## config.mk

```make
export PLATFORM = sky130hd
export DESIGN_NAME = fetch_stage
export DESIGN_NICKNAME = d
export VERILOG_FILES = /design/src/rtl/fetch_stage.sv
export SDC_FILE = /design/constraint.sdc
export NUM_CORES = 1
export LEC_CHECK = 0
export CAP_MARGIN = 0
export CELL_PAD_IN_SITES_DETAIL_PLACEMENT = 0
export CELL_PAD_IN_SITES_GLOBAL_PLACEMENT = 1
export CORE_MARGIN = 8
export CORE_UTILIZATION = 33
export CTS_CLUSTER_DIAMETER = 50
export DETAILED_ROUTE_END_ITERATION = 10
export GPL_ROUTABILITY_DRIVEN = 0
export PLACE_DENSITY_LB_ADDON = 0.1
export SYNTH_ARGS = -nofsm -noshare
export SYNTH_HDL_FRONTEND = slang
export SYNTH_SLANG_ARGS = --single-unit
```

## constraint.sdc

```tcl
create_clock -name clk -period 5.2 [get_ports clk]
set_clock_uncertainty 0.05 [all_clocks]
set_input_delay 0.78 -clock clk [delete_from_list [all_inputs] [get_ports clk]]
set_output_delay 0.78 -clock clk [all_outputs]
set_load 0.05 [all_outputs]
```

## src/rtl/fetch_stage.sv

```systemverilog
// Instruction fetch stage: PC register, redirect selection and the IF/ID pipeline
// register, plus saturating stall and flush counters.
module fetch_stage #(
    parameter logic [31:0] RESET_PC = 32'h0000_0000,
    parameter int          CNT_W    = 16
) (
    input  logic             clk,
    input  logic             reset,
    input  logic             PC_WriteEnable,
    input  logic             IFID_WriteEnable,
    input  logic             StallFlush,
    input  logic [1:0]       ID_PCSrc,
    input  logic [31:0]      ID_BranchTarget,
    input  logic [31:0]      ID_JumpTarget,
    input  logic [31:0]      ID_RegTarget,
    input  logic [31:0]      IM_Instruction,
    output logic [31:0]      IM_Address,
    output logic [31:0]      PC,
    output logic [31:0]      IFID_Instruction,
    output logic [31:0]      IFID_PCPlus4,
    output logic             IFID_Valid,
    output logic [CNT_W-1:0] StallCount,
    output logic [CNT_W-1:0] FlushCount
);

    logic [31:0] pc_plus4;
    logic [31:0] target;
    logic        redirect;

    function automatic logic [31:0] word_align(input logic [31:0] a);
        return {a[31:2], 2'b00};
    endfunction

    function automatic logic [CNT_W-1:0] sat_inc(input logic [CNT_W-1:0] c);
        return (&c) ? c : c + {{(CNT_W-1){1'b0}}, 1'b1};
    endfunction

    assign pc_plus4   = PC + 32'd4;
    assign IM_Address = PC;

    // A redirect request from decode only counts when decode holds a real instruction.
    assign redirect = IFID_Valid && (ID_PCSrc != 2'b00);

    always_comb begin
        target = pc_plus4;
        case (ID_PCSrc)
            2'b01:   target = word_align(ID_BranchTarget);
            2'b10:   target = word_align(ID_JumpTarget);
            2'b11:   target = word_align(ID_RegTarget);
            default: target = pc_plus4;
        endcase
    end

    always_ff @(posedge clk) begin
        if (!reset) begin
            PC               <= RESET_PC;
            IFID_Instruction <= 32'h0000_0000;
            IFID_PCPlus4     <= 32'h0000_0000;
            IFID_Valid       <= 1'b0;
            StallCount       <= '0;
            FlushCount       <= '0;
        end else begin
            // A held PC leaves the redirecting instruction in decode to retry next cycle.
            if (PC_WriteEnable) begin
                PC <= redirect ? target : pc_plus4;
            end
            if (IFID_WriteEnable) begin
                if (redirect) begin
                    IFID_Instruction <= 32'h0000_0000;
                    IFID_PCPlus4     <= 32'h0000_0000;
                    IFID_Valid       <= 1'b0;
                end else begin
                    IFID_Instruction <= IM_Instruction;
                    IFID_PCPlus4     <= pc_plus4;
                    IFID_Valid       <= 1'b1;
                end
            end
            if (StallFlush) begin
                StallCount <= sat_inc(StallCount);
            end
            if (redirect && PC_WriteEnable && IFID_WriteEnable) begin
                FlushCount <= sat_inc(FlushCount);
            end
        end
    end

endmodule

```

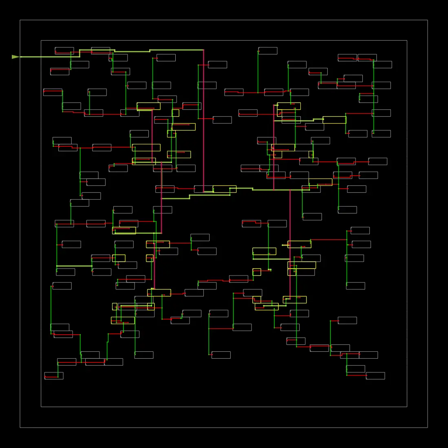
run_1/final_clocks.png
cts bufs inserted: 17
seq_cells: 125
clock buffer count: 18
clock sink count: 125
Insertion Delay late pin: 0.43 ns

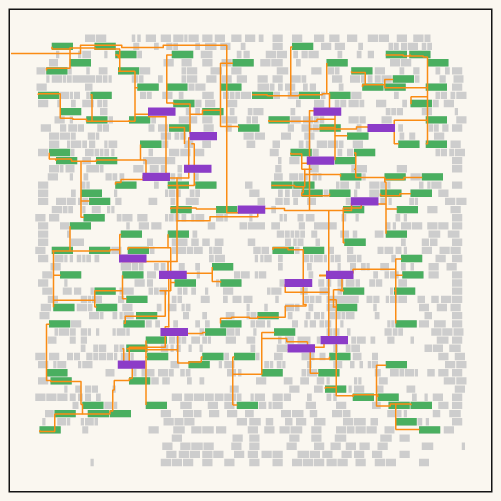
run_1/clock_map.png
Scale: 3 px per micron.
[purple] cells driving clock nets | count: 17
[green] flip-flops | count: 125
[orange] clock wires | length: 1920 microns
flops lie: widely spread
clock share of power: 42.5%
Clk. pwr: 0.00119 W

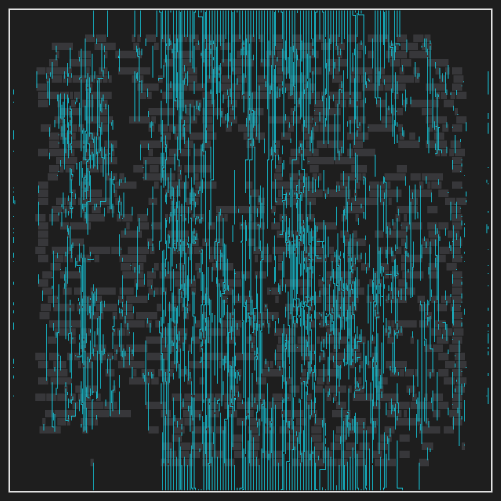
run_1/met2.png
Scale: 3 px per micron.
main direction: vertical
wire length on this layer: 12500 microns
nets with wire on the layer: 1004
longest straight run: 61.5 microns

==> results.ini, run 1 <==
[worst_setup_path]
worstPathArrival_ns=3.31
crit_path_end=IFID_PCPlus4[19]
cp_slowest_cell=clkdlybuf4s50_1
reg2reg_depth=6
worst-path-buf-inv=1
cpPeakStageDelay_ns=0.68
critPathRequiredTime_ns=5.48
r2r_end=IM_Address[16]
crit_type=input port to flop
path_delay_family=simple AND/OR/NAND/NOR gates
crit_chain=clkdlybuf4s50_1, o21a_1, nor2_1, nand2_1, o21ai_0
r2r-start=IM_Address[2]
cp-end-kind=flop
startpoint=ID_PCSrc[1]
rrSetupSlack_ns=2.69

[timing]
fmax_mhz=330
finalClockPeriodUsage_pct=58.2
slew_viol_final=0
finalCriticalPeriod_ns=3.03
finalSetupViolations=0
rsz0062_at_grt=no
worstMarginPinSlew_ns=1.01

[die]
io_pins=296
core_sq_um=20800
fp.dieW_microns=160
fp_util_pct=33.1

[hold_path]
holdCritPathClass=flop to flop

[layout]
final_cell_mix=clkdlybuf4s50_1 (281), dfxtp_1 (125), nand3_1 (78), nand2_1 (61), a21oi_1 (61)
final_core_util_pct=49.2
comb_area_sq_um=3850
seqCellArea_sq_um=2500
layout.nets=1208
area_delta_synth_final_pct=48.5
drive_gt1_share_pct=7.58
fillCellCount=2057
lay_top_count=clkdlybuf4s50_1
insertedDiodeCount=0

[yosys]
adder_share_pct=0.546
netlist_area_sq_um=6880
ys_sh_aoi_pct=17.4
synth_flops=125
ys_sh_xor_pct=6.24
synthArstFlopShare_pct=0
simple_gate_share_pct=25.5
edf_count=0
top_cell_area_share_pct=36.4
most_common_cell=dfxtp_1
synth_chip_area_sq_um=6880
synth-main-ff-cell=dfxtp_1
ys_top_cells_by_area=dfxtp_1 (36%), nand3_1 (5.7%), mux2_2 (4.6%)
largest_area_cell=dfxtp_1
top_cells_by_count=dfxtp_1 (125), nand3_1 (78), a21oi_1 (61), nand2_1 (61), nor2_1 (59)
synth_area_per_cell_sq_um=8.11
yosysSeqAreaShare_pct=36.4
netlist_instances=848
yosysUniqueCellTypes=65
ys_cells=848
yosys_warnings=0
ys_sh_mux_pct=5.75
topCombFamilyByArea=simple AND/OR/NAND/NOR gates

[drt]
drtIter0Drc=398
dr_wl_met3_microns=1750
top_layer_used=met4
dr_wl_met2_microns=12500
routed_wl_microns=25700
wl_met1_microns=11000
drtAntennaViolNets=0
drt-pass1-iter-count=5

[grt]
grt_remaining_overflow=0
grtUsageTotal_pct=19.5
antenna_found_initial=0
grt_max_degree=88
grt_pass1_vias=6940

[power]
ir_drop_mv=0.228
total_power_w=0.00279
power_density_nw_per_um2=273

[run]
drv_cap=0
warning_count=32

[clocking]
post_cts_buffers=0
htree_levels=4
clock_path_buffers=2
clkTransAtPathRegs_ns=0.06
root_buffer=clkbuf_16
cts_tree=built

[placement]
placed_cell_area_sq_um=9640
dp_hpwl_microns=18800

[run_status]
outcome=complete, no violations

==> run 1: metrics by stage <==
step	hold slack [ns]	instances	setup slack, ns
5_1_grt	0.425	1357	1.99
3_3_place_gp	0.383	1326	1.76
3_5_place_dp	0.391	1326	1.74
6_report	0.399	1357	2.17
2_1_floorplan	0.622	853	2.87
4_1_cts	0.404	1357	2.18
==> run 1: layer usage <==
metal  vias to the layer above  global-route usage (%)
met2                       229                    32.7
met3                        31                    5.99
met4                         0                    5.86
met1                      3300                    23.6
li1                       3458                       -
met5                         -                       0
==> run 1: report_power, final <==
group          switching [W]  leakage, nW  total, W  internal, W
Combinational       0.000330         2.20  0.000564     0.000234
Sequential         0.0000472         1.02   0.00104     0.000993
Clock               0.000469        0.279   0.00119     0.000717
Total               0.000846         3.49   0.00279      0.00194
==> run 1: state kept, by name, indices dropped and copies added (netlist names) <==
name and count:
FlushCount 16, IFID_Instruction 32, IFID_PCPlus4 30, IFID_Valid 1, IM_Address 30, StallCount 16
==> run 1: cell type report <==
type | count | area share, %
Clock buffer | 18 | 4.30
Clock inverter | 13 | 1.38
Inverter | 13 | 0.478
Multi-Input combinational cell | 621 | 37.7
Sequential cell | 125 | 24.5
Tap cell | 275 | 3.37
Timing Repair Buffer | 292 | 28.3
==> run 1: how the worst min path moves through the flow <==
stage / from / end / cells past startpoint
after floorplan: IFID_PCPlus4[17] / IFID_PCPlus4[17] / 2
after global placement: IFID_PCPlus4[16] / IFID_PCPlus4[16] / 2
after detailed placement: IFID_PCPlus4[16] / IFID_PCPlus4[16] / 2
after CTS: IFID_PCPlus4[31] / IFID_PCPlus4[31] / 2
after global routing: IFID_PCPlus4[16] / IFID_PCPlus4[16] / 2
final: IFID_PCPlus4[16] / IFID_PCPlus4[16] / 2
run_1/cell_classes.png
Scale: 2 px per micron. Fill, decap, tap and diode cells in grey.
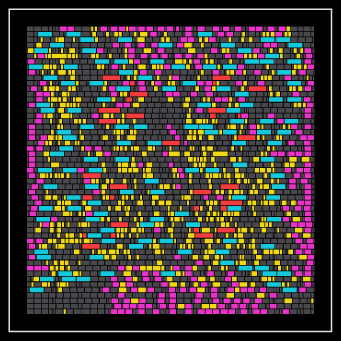

## Run 2: what changed since run 1
- CORE_UTILIZATION: 33 -> 30
- clock period: 5.2 -> 3.1 ns (I/O delays scaled with it)
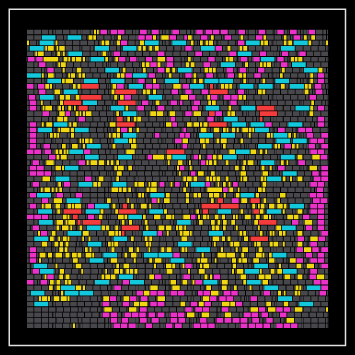
run_2/cell_classes.png
Scale: 2 px per micron. Fill, decap, tap and diode cells in grey.
[yellow] all other logic | cells: 634 | share of their area: 39%
[magenta] other buffers and delay cells | cells: 305 | share of their area: 30%
[red] clock drivers and dummy loads | cells: 32 | share of their area: 5.9%
[cyan] flops | cells: 125 | share of their area: 25%
post-route cell area: 10300 sq um
Seq/total area: 24.2%
core area: 22600 sq um

==> results.ini, run 2 <==
[run_status]
outcome=complete, no violations  ; unchanged

[grt]
antenna_found_initial=1  ; was 0
grt_pass1_vias=7042  ; was 6940
grt_remaining_overflow=0  ; unchanged
grt_pass1_wl_microns=41800  ; was 40000 microns
grt_max_degree=88  ; unchanged
grtUsageTotal_pct=18.8  ; was 19.5%

[run]
warning_count=32  ; unchanged
drv_cap=0  ; unchanged

[hold_path]
hold_depth=2  ; unchanged
hold_path_end=IFID_PCPlus4[29]  ; was IFID_PCPlus4[16]
hold_path.startpoint=IFID_PCPlus4[29]  ; was IFID_PCPlus4[16]
holdCritPathClass=flop to flop  ; unchanged

[worst_setup_path]
reg2reg_depth=6  ; unchanged
r2r-start=IM_Address[3]  ; was IM_Address[2]
cpPeakStageDelay_ns=0.59  ; was 0.68 ns
crit_path_end=IFID_PCPlus4[22]  ; was IFID_PCPlus4[19]
cp.depth=6  ; was 5
start_kind=flop  ; was input port
worst-path-buf-inv=0  ; was 1
rrSetupSlack_ns=0.59  ; was 2.69 ns
cp_slowest_cell=nor3_2  ; was clkdlybuf4s50_1
path_delay_family=simple AND/OR/NAND/NOR gates  ; unchanged
worstPathArrival_ns=2.73  ; was 3.31 ns
worstPathMaxFanout=7  ; was 20
crit_chain=ha_1, nand3_1, nor3_2, nand2_1, xnor2_1, o21ai_0  ; was clkdlybuf4s50_1, o21a_1, nor2_1, nand2_1, o21ai_0
critPathRequiredTime_ns=3.32  ; was 5.48 ns
r2r_end=IFID_PCPlus4[22]  ; was IM_Address[16]
cp-end-kind=flop  ; unchanged
crit_type=flop to flop  ; was input port to flop
startpoint=IM_Address[3]  ; was ID_PCSrc[1]

[power]
p_comb_share_pct=20.5  ; was 20.2%
internal_power_w=0.00329  ; was 0.00194 W
power_density_nw_per_um2=457  ; was 273 nW/um^2
total_power_w=0.00472  ; was 0.00279 W
switching_share_pct=30.2  ; was 30.3%
switchingPower_w=0.00143  ; was 0.000846 W
power_frac_clock_pct=42.6  ; was 42.5%
p_leak_nw=3.57  ; was 3.49 nW
ir_drop_mv=0.327  ; was 0.228 mV
power_frac_seq_pct=36.9  ; was 37.3%

[clocking]
cts_hold_buf=0  ; unchanged
cts_buffers=17  ; unchanged
root_buffer=clkbuf_16  ; unchanged
htree_levels=4  ; unchanged
cts_tree=built  ; unchanged
clock_latency_ns=0.42  ; was 0.43 ns
post_cts_buffers=0  ; unchanged
clock_sinks=125  ; unchanged
postCtsResizedCells=0  ; unchanged
clock_path_buffers=2  ; unchanged
clkTransAtPathRegs_ns=0.06  ; about the same

[drt]
drtIter0Drc=353  ; was 398
routed_wl_microns=27100  ; was 25700 microns
drt-pass1-iter-count=4  ; was 5
vias=7017  ; was 7018
drtAntennaViolNets=0  ; unchanged
drcViolationCount=0  ; unchanged
avgViaCountPerCell=5.08  ; was 5.17
detail_route.wl_per_cell_microns=19.6  ; was 18.9 microns

[timing]
finalCriticalPeriod_ns=2.51
finalHoldViolCount=0  ; unchanged
finalSetupViolations=0  ; unchanged
setup_tns_ns=0  ; unchanged
rsz0062_at_grt=no  ; unchanged
slew_headroom_pct=38.3  ; was 31.7%
slew_viol_final=0  ; unchanged
finalClockPeriodUsage_pct=80.9
worstMarginPinSlew_ns=0.914  ; was 1.01 ns
fmax_mhz=399

[yosys]
synthArstFlopShare_pct=0  ; unchanged
synth_area_per_cell_sq_um=8.11  ; unchanged
yosysUniqueCellTypes=65  ; unchanged
ys_top_cells_by_area=dfxtp_1 (36%), nand3_1 (5.7%), mux2_2 (4.6%)  ; unchanged
synth_chip_area_sq_um=6880  ; unchanged
top_cell_area_share_pct=36.4  ; unchanged
synth-main-ff-cell=dfxtp_1  ; unchanged
most_common_cell=dfxtp_1  ; unchanged
top_cells_by_count=dfxtp_1 (125), nand3_1 (78), a21oi_1 (61), nand2_1 (61), nor2_1 (59)  ; unchanged
yosys_warnings=0  ; unchanged
edf_count=0  ; unchanged
yosysSeqAreaShare_pct=36.4  ; unchanged
netlist_area_sq_um=6880  ; unchanged
netlist_instances=848  ; unchanged
ys_cells=848  ; unchanged
synth_flops=125  ; unchanged
largest_area_cell=dfxtp_1  ; unchanged

[die]
die_h_microns=167  ; was 160 microns
fp_util_pct=30.5  ; was 33.1%
io_pins=296  ; unchanged
chip_area_sq_um=28000  ; was 25700 sq um
rows=55  ; was 53
fp.dieW_microns=167  ; was 160 microns

[placement]
port-buffer-count=283  ; unchanged
dp_hpwl_microns=20100  ; was 18800 microns

[layout]
largest_register_ffs=32  ; unchanged
final_cell_mix=clkdlybuf4s50_1 (280), dfxtp_1 (125), nand3_1 (78), nand2_1 (61), a21oi_1 (61)  ; was clkdlybuf4s50_1 (281), dfxtp_1 (125), nand3_1 (78), nand2_1 (61), a21oi_1 (61)
largest-register=IFID_Instruction  ; unchanged
area_delta_synth_final_pct=50.3  ; was 48.5%
layout.nets=1221  ; was 1208
lay_top_count=clkdlybuf4s50_1  ; unchanged
drive_gt1_share_pct=8.85  ; was 7.58%

run 2: cells by family after synthesis:
family | Yosys count | synth area share (%)
simple gates | 336 | 25.5
compound gates | 191 | 17.4
flops | 125 | 36.4
buf+inv | 107 | 8.11
xor+xnor | 49 | 6.24
mux | 36 | 5.75
fa+ha+maj | 3 | 0.546
other cells | 1 | 0.0545
run 2: layout make-up:
cell class / count / area (sq um)
Sequential cell: 125 / 2500
Clock buffer: 19 / 453
Inverter: 13 / 48.8
Timing Repair Buffer: 305 / 2980
Antenna cell: 1 / 2.50
Multi-Input combinational cell: 621 / 3850
Clock inverter: 13 / 139
Tap cell: 285 / 357
Fill cell: 2303 / 12200
run 2: stage by stage:
stage	cells	area (sq um)	hold slack [ns]	worst slack, ns	util (%)
5_1_grt	1382	10300	0.424	0.352	45.8
3_5_place_dp	1349	9740	0.393	0.437	43.2
2_1_floorplan	853	6900	0.583	0.772	-
3_3_place_gp	1349	9740	0.384	0.485	43.2
6_report	1382	10300	0.402	0.592	45.8
4_1_cts	1381	10300	0.406	0.606	45.8
run 2: power groups by stage:
| stage | logic [W] | clock network [W] | registers [W] |
|---|---|---|---|
| after floorplan | 0.000399 | 0 | 0.00195 |
| after global placement | 0.000974 | 0 | 0.00177 |
| after detailed placement | 0.000974 | 0 | 0.00177 |
| after CTS | 0.000978 | 0.00207 | 0.00174 |
| after global routing | 0.00103 | 0.00214 | 0.00175 |
| final | 0.000968 | 0.00201 | 0.00174 |
run 2: metal layers:
metal  part of all wire [%]  wire (microns)  vias up  track usage (%)
met5                      0               0        -                0
met3                    6.2            1670       21             5.85
met4                    1.2             316        0             4.35
met2                     49           13200      195             31.7
li1                       -               -     3478                -
met1                     44           11900     3323             23.0
run_2/final_clocks.png
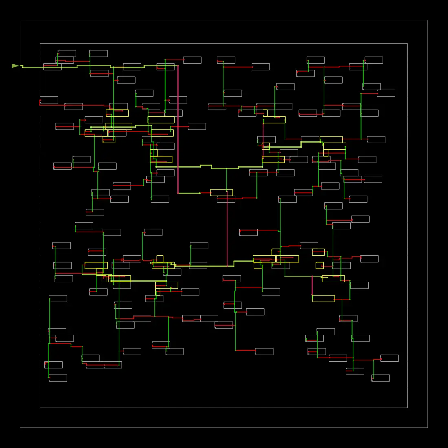

## Run 3: what changed since run 2
- clock period: 3.1 -> 2.5 ns (I/O delays scaled with it)
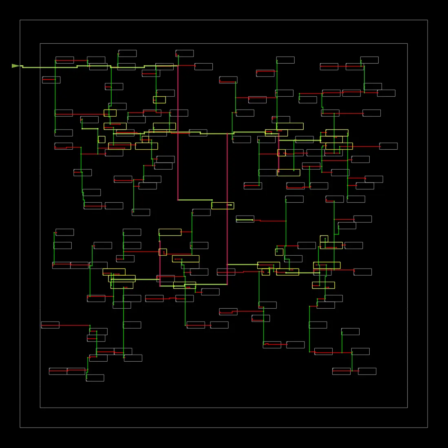
run_3/final_clocks.png
Insertion Delay late pin: 0.41 ns
clock buffer count: 19
Clk. pwr: 0.00278 W

==> results.ini, run 3 <==
[run_status]
outcome=complete, no violations  ; unchanged

[placement]
port-buffer-count=283  ; unchanged
place_worst_setup_slack_ns=0.283  ; was 0.437 ns
placed_cell_area_sq_um=9950  ; was 9740 sq um
dp_hpwl_microns=20500  ; was 20100 microns
dp_cells=1374  ; was 1349

[worst_setup_path]
crit_chain=clkdlybuf4s50_1  ; was ha_1, nand3_1, nor3_2, nand2_1, xnor2_1, o21ai_0
worstPathArrival_ns=1.90  ; was 2.73 ns
cp.depth=1  ; was 6
r2r-start=IM_Address[3]  ; unchanged
worstPathMaxFanout=10  ; was 7
path_delay_family=buffers and inverters  ; was simple AND/OR/NAND/NOR gates
start_kind=flop  ; unchanged
worst-path-buf-inv=1  ; was 0
r2r_end=IM_Address[16]  ; was IFID_PCPlus4[22]
crit_type=flop to output pin  ; was flop to flop
cp_slowest_cell=clkdlybuf4s50_1  ; was nor3_2
cpPeakStageDelay_ns=0.90  ; was 0.59 ns
reg2reg_depth=6  ; unchanged
cp-end-kind=output pin  ; was flop
critPathRequiredTime_ns=2.08  ; was 3.32 ns
rrSetupSlack_ns=0.26  ; was 0.59 ns

[grt]
grt-busiest-layer=met2  ; unchanged
antenna_found_initial=0  ; was 1
grt_remaining_overflow=0  ; unchanged
grt_pass1_vias=7150  ; was 7042
met2_usage_pct=32.4  ; was 31.7%
met3_usage_pct=5.41  ; was 5.85%
grt_max_degree=88  ; unchanged
grtUsageTotal_pct=18.8  ; about the same
grt_pass1_wl_microns=41900  ; was 41800 microns
grtUsageMet1_pct=22.9  ; was 23.0%

[drt]
wl_met1_microns=11800  ; was 11900 microns
vias=7150  ; was 7017
dr_wl_met2_microns=13200  ; about the same
top_layer_used=met4  ; unchanged
routed_wl_microns=27200  ; was 27100 microns
detail_route.wl_per_cell_microns=19.4  ; was 19.6 microns
drcViolationCount=0  ; unchanged
avgViaCountPerCell=5.09  ; was 5.08
drtIter0Drc=389  ; was 353
drtAntennaViolNets=0  ; unchanged
drt-pass1-iter-count=6  ; was 4
dr_wl_met3_microns=1860  ; was 1670 microns

[die]
fp_util_pct=30.5  ; unchanged
chip_area_sq_um=28000  ; unchanged
die_h_microns=167  ; unchanged
io_pins=296  ; unchanged
fp.dieW_microns=167  ; unchanged
core_sq_um=22600  ; unchanged
rows=55  ; unchanged

[power]
switching_share_pct=28.4  ; was 30.2%
internal_power_w=0.00441  ; was 0.00329 W
power_frac_clock_pct=45.1  ; was 42.6%
power_frac_seq_pct=34.7  ; was 36.9%
ir_drop_mv=0.387  ; was 0.327 mV
power_density_nw_per_um2=581  ; was 457 nW/um^2
p_leak_nw=3.73  ; was 3.57 nW
switchingPower_w=0.00175  ; was 0.00143 W
p_comb_share_pct=20.2  ; was 20.5%
total_power_w=0.00617  ; was 0.00472 W

[yosys]
yosysUniqueCellTypes=65  ; unchanged
synthArstFlopShare_pct=0  ; unchanged
yosys_warnings=0  ; unchanged
synth_chip_area_sq_um=6880  ; unchanged
top_cells_by_count=dfxtp_1 (125), nand3_1 (78), a21oi_1 (61), nand2_1 (61), nor2_1 (59)  ; unchanged
yosysSeqAreaShare_pct=36.4  ; unchanged
netlist_instances=848  ; unchanged
largest_area_cell=dfxtp_1  ; unchanged
most_common_cell=dfxtp_1  ; unchanged
synth_area_per_cell_sq_um=8.11  ; unchanged
edf_count=0  ; unchanged
synth-main-ff-cell=dfxtp_1  ; unchanged
synth_flops=125  ; unchanged
netlist_area_sq_um=6880  ; unchanged
ys_cells=848  ; unchanged
ys_top_cells_by_area=dfxtp_1 (36%), nand3_1 (5.7%), mux2_2 (4.6%)  ; unchanged
top_cell_area_share_pct=36.4  ; unchanged

[layout]
area_delta_synth_final_pct=54.3  ; was 50.3%
largest-register=IFID_Instruction  ; unchanged
fillCellCount=2242  ; was 2303
final_cell_mix=clkdlybuf4s50_1 (279), dfxtp_1 (125), nand3_1 (78), nand2_1 (61), a21oi_1 (61)  ; was clkdlybuf4s50_1 (280), dfxtp_1 (125), nand3_1 (78), nand2_1 (61), a21oi_1 (61)
finalNonFillerCells=1405  ; was 1382
largest_register_ffs=32  ; unchanged
drive_gt1_share_pct=10.9  ; was 8.85%
layout.nets=1246  ; was 1221
insertedDiodeCount=0  ; was 1
lay_top_count=clkdlybuf4s50_1  ; unchanged
final_area_sq_um=10600  ; was 10300 sq um

[timing]
setup_slack_ns=0.174  ; was 0.592 ns
worstMarginPinSlew_ns=0.796  ; was 0.914 ns
finalSetupViolations=0  ; unchanged
slew_viol_final=0  ; unchanged
finalClockPeriodUsage_pct=93.1
finalHoldViolCount=0  ; unchanged
rsz0062_at_grt=no  ; unchanged
slew_headroom_pct=46.9  ; was 38.3%
finalCriticalPeriod_ns=2.33
fmax_mhz=430
setup_tns_ns=0  ; unchanged

[hold_path]
hold_path.startpoint=IFID_PCPlus4[15]  ; was IFID_PCPlus4[29]
hold_path_end=IFID_PCPlus4[15]  ; was IFID_PCPlus4[29]
hold_depth=2  ; unchanged
holdCritPathClass=flop to flop  ; unchanged

[clocking]
root_buffer=clkbuf_16  ; unchanged
cts_hold_buf=0  ; unchanged
postCtsResizedCells=0  ; unchanged
post_cts_buffers=0  ; unchanged
htree_levels=4  ; unchanged
clock_path_buffers=2  ; unchanged
cts_tree=built  ; unchanged
clkTransAtPathRegs_ns=0.06  ; about the same
cts_buffers=17  ; unchanged
clock_sinks=125  ; unchanged

[run]
drv_cap=0  ; unchanged
warning_count=32  ; unchanged

## run 3: cell types whose count changed in the layout (fill, tap and decap cells not counted), sizes merged
cell           before  now
diode               1    0
bufinv              2    5
clkinv              7    3
buf                25   51
clkdlybuf4s50     280  279
## run 3: cell type report
cell class | count | area (sq um) | share of cell area, %
clock inverters | 12 | 209 | 1.97
repair buffers | 330 | 3190 | 30.1
well taps | 285 | 357 | 3.36
inverters | 13 | 48.8 | 0.460
flip-flops and latches | 125 | 2500 | 23.6
clock buffers | 19 | 453 | 4.27
multi-input cells | 621 | 3850 | 36.3
## run 3: cells by family after synthesis
| group | after synthesis | share of synthesized area [%] |
|---|---|---|
| buffers and inverters | 107 | 8.11 |
| multiplexers | 36 | 5.75 |
| other | 1 | 0.0545 |
| XOR/XNOR | 49 | 6.24 |
| adder cells (fa/ha/maj) | 3 | 0.546 |
| AND-OR/OR-AND | 191 | 17.4 |
| AND/OR/NAND/NOR | 336 | 25.5 |
| flip-flops | 125 | 36.4 |
## run 3: worst max path at each step
stage,slack (ns),start,endpoint
floorplan,0.17,IM_Address[2],IM_Address[16]
global placement,0.25,StallFlush,StallCount[15]
detailed placement,0.28,StallFlush,StallCount[15]
CTS,0.15,IM_Address[13],PC[13]
global route,0.07,IM_Address[3],IM_Address[16]
finish,0.17,IM_Address[13],PC[13]
## run 3: power groups by stage
stage,logic [W],registers (W),clock network (W)
after detailed placement,0.00126,0.00218,0
after global routing,0.00133,0.00215,0.00294
after floorplan,0.000494,0.00242,0
after CTS,0.00126,0.00214,0.00285
final,0.00125,0.00214,0.00278
after global placement,0.00126,0.00218,0
## run 3: metrics by stage
step                utilization (%)  hold slack, ns
global route                   47.0           0.430
detailed placement             44.1           0.394
global placement               44.1           0.387
CTS                            47.0           0.408
floorplan                         -           0.493
finish                         47.0           0.400
No activity file was given, so power comes from the tool's default toggle rates.
